==> config.mk <==
export PLATFORM = sky130hd
export DESIGN_NAME = div_iter_flat
export DESIGN_NICKNAME = d
export VERILOG_FILES = /design/src/rtl/div_iter_if.sv /design/src/rtl/div_iter.sv /design/src/flat_wrapper.sv
export SDC_FILE = /design/constraint.sdc
export NUM_CORES = 1
export LEC_CHECK = 0
export CAP_MARGIN = 30
export CELL_PAD_IN_SITES_DETAIL_PLACEMENT = 0
export CELL_PAD_IN_SITES_GLOBAL_PLACEMENT = 1
export CORE_UTILIZATION = 36
export CTS_BUF_LIST = sky130_fd_sc_hd__clkbuf_16
export DETAILED_ROUTE_END_ITERATION = 8
export PLACE_DENSITY_LB_ADDON = 0.1
export SLEW_MARGIN = 5
export SYNTH_ARGS = -nofsm -noshare
export SYNTH_HDL_FRONTEND = slang
export SYNTH_SLANG_ARGS = --single-unit
==> constraint.sdc <==
create_clock -name clk -period 2.5 [get_ports clk]
set_input_delay 0.625 -clock clk [delete_from_list [all_inputs] [get_ports clk]]
set_output_delay 0.625 -clock clk [all_outputs]
set_load 0.05 [all_outputs]
Figure 1. Clock network drawn from the DEF.
(3 px per um)
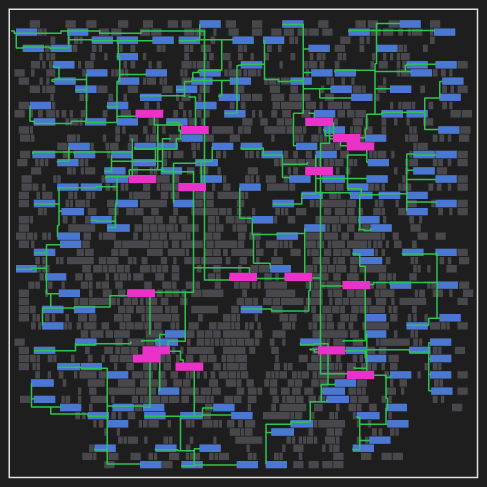
Key: magenta = clock-net drivers [count 17]; green = clock wires [length 2460 um]; blue = flip-flops [count 171]
There are 18 routed clock nets. Position of the flops: all over the die.
Max Clock Skew: 0.0122 ns
Clock group: 0.00270 W

Figure 2. Routing congestion.
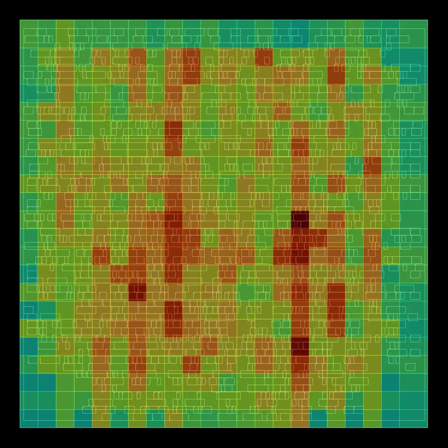
met2 Use GR: 34.8%
busiest grt layer: met2
WL/cell: 15.7 um
met1 usage: 30.4%

Figure 3. Wires at chosen ports, followed through buffers.
(3 px per um)
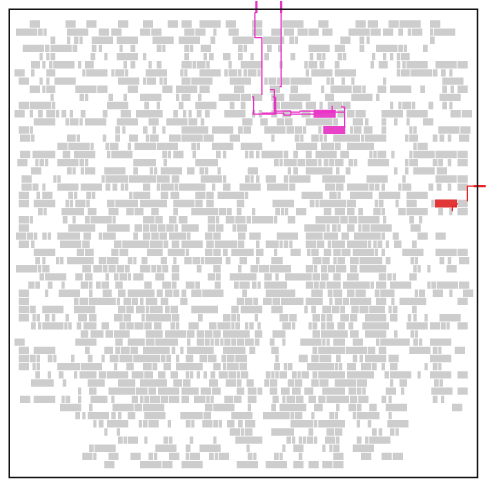
Key: red = `bus_div_zero` [direction output, edge east, end cells 1, buffers 1, wire 11.7 um]; magenta = `bus_dbg_state` [direction output, edge north, end cells 2, buffers 2, wire 146 um]
I/O pins: 136
port bufs: 135

==> job_summary.md <==
### Metrics collected by this job

| Metric | Value |
|---|---|
| Setup slack after layout | `-0.0336 ns` |
| Cts bufs inserted | `17` |
| Hold-fix buffers, CTS | `0` |
| Met1 WL | `13100 um` |
| Core ar. | `0.0229 mm2` |
| Die Y | `156 um` |
| Flop area | `0.00345 mm2` |
| Leak Pwr | `4.90 nW` |
| Top logic family | `simple AND/OR/NAND/NOR gates` |
| Fin crit period | `2.53 ns` |
| Mean post-synth cell area | `7.82 um2` |
| DRC Markers | `0` |
| Yosys stat area | `0.00849 mm2` |
| Vias | `8434` |
| Sw frac | `39.0%` |
| DR vias/cell | `5.04` |
| Largest net degree at the start of global routing | `124` |
| Diode count | `0` |
| Worst path bufs/invs | `4` |
| Synth warn | `0` |
| Logic area | `0.00517 mm2` |
| Tot Pwr | `0.0145 W` |
| Top cells by area | `dfxtp_1, nand2_1, a21oi_1` |
| PwrDens | `1150 mW/mm2` |
| CP Cell Sequence | `inv_2, ha_4, buf_6, nand4_4, or3_4, o31ai_4, a31oi_4, o41ai_4, buf_6, buf_12, mux2i_1, o21ai_1` |
| Ao+oa area frac | `19.4%` |
| Reg clk slew, reported paths | `0.07 ns` |
| Area delta synth->final | `48.1%` |
| Post-synth regs | `171` |
| Cycle use final | `101%` |
| XOR-XNOR Cells, Area Fraction | `2.68%` |
| Postcts setup bufs | `14` |
| Pre-CTS WS | `-0.341 ns` |
| Met3 usage | `3.19%` |
| Internal power | `0.00885 W` |
| Fin. Hold Viols | `0` |
| CTS max path bufs | `2` |
| Failing checks | `setup timing` |
| Layout Cells excl Fill | `1672` |
| GRT Util Overall | `21.9%` |
| Family with the most delay on the worst path | `AND-OR/OR-AND gates` |
| Syn Nets | `1188` |
| Worst-Skew Late Latency | `0.44 ns` |
| # fillers | `2207` |
| Final hold slack | `0.453 ns` |
| Logic pwr share | `59.6%` |
| Post-Synth Adder-Cell Area | `5.24%` |
| # Cells Yosys | `1086` |
| Worst hold-check path type | `reg -> reg` |
| Clock root cell | `clkbuf_16` |
| Total Neg Setup Slack | `-0.0336 ns` |
| Netlist cell types | `68` |
| Seq pwr share | `21.8%` |
| Worst setup EP type | `flop` |
| Max_cap viols | `0` |
| OpenROAD warnings | `29` |
| Rows | `55` |
| Final Slew Violations | `0` |
| Routed wl met2 | `12000 um` |
| PostCTS Resize Cnt | `64` |
| DRT iter0 DRCs | `416` |
| Ys flop type | `dfxtp_1` |
| Mapped Cells | `1086` |
| Die X-Extent | `156 um` |
| CTS tree | `built` |
| Most common cell on crit path | `buf_6` |
| Util after Layout | `54.9%` |
| Worst slew margin | `60.6%` |
| Flip-flops with a built-in enable | `0` |
| Met3 WL post-DR | `737 um` |
| Area share, top type | `40.3%` |
| P_sw | `0.00566 W` |
| DP Wirelength | `18000 um` |
| Global-route wire length before repair | `42000 um` |
| FFs w/ async S/R, synth | `0%` |
| Fp util | `37.1%` |
| Mux share | `2.61%` |
| Reg-to-reg slack, setup | `-0.03 ns` |
| H-tree levels | `4` |
| Startpoint Class | `flop` |
| Seq share, synth | `40.3%` |
| Yosys simple share | `24.0%` |
| Initial antenna violation count | `0` |
| Final setup vio count | `1` |
| Slew at the pin closest to its max-slew limit | `0.590 ns` |
| Worst Path Arrival | `2.86 ns` |
| Outcome | `complete, but fails checks` |
| Gp weighted congestion | `0.872` |
| Clock Sinks | `171` |
| Wirelength, routed | `26200 um` |
| Count leader, synth | `nand2_1` |
| Fin nets | `1448` |
| Total die area | `0.0242 mm2` |
-- power by group through the flow --
stage                     clock network (W)  logic [W]  registers [W]
after floorplan                           0    0.00424        0.00317
after global placement                    0    0.00688        0.00316
after detailed placement                  0    0.00690        0.00316
after CTS                           0.00276    0.00791        0.00314
after global routing                0.00286    0.00927        0.00319
final                               0.00270    0.00864        0.00316
-- area by class of cell --
| cell class | instances | share of cell area (%) |
|---|---|---|
| repair buffers | 311 | 22.4 |
| multi-input cells | 805 | 41.1 |
| clock buffers | 17 | 3.38 |
| flip-flops and latches | 171 | 27.4 |
| well taps | 313 | 3.11 |
| clock inverters | 15 | 1.33 |
| inverters | 40 | 1.19 |
No activity file was given, so power comes from the tool's default toggle rates.
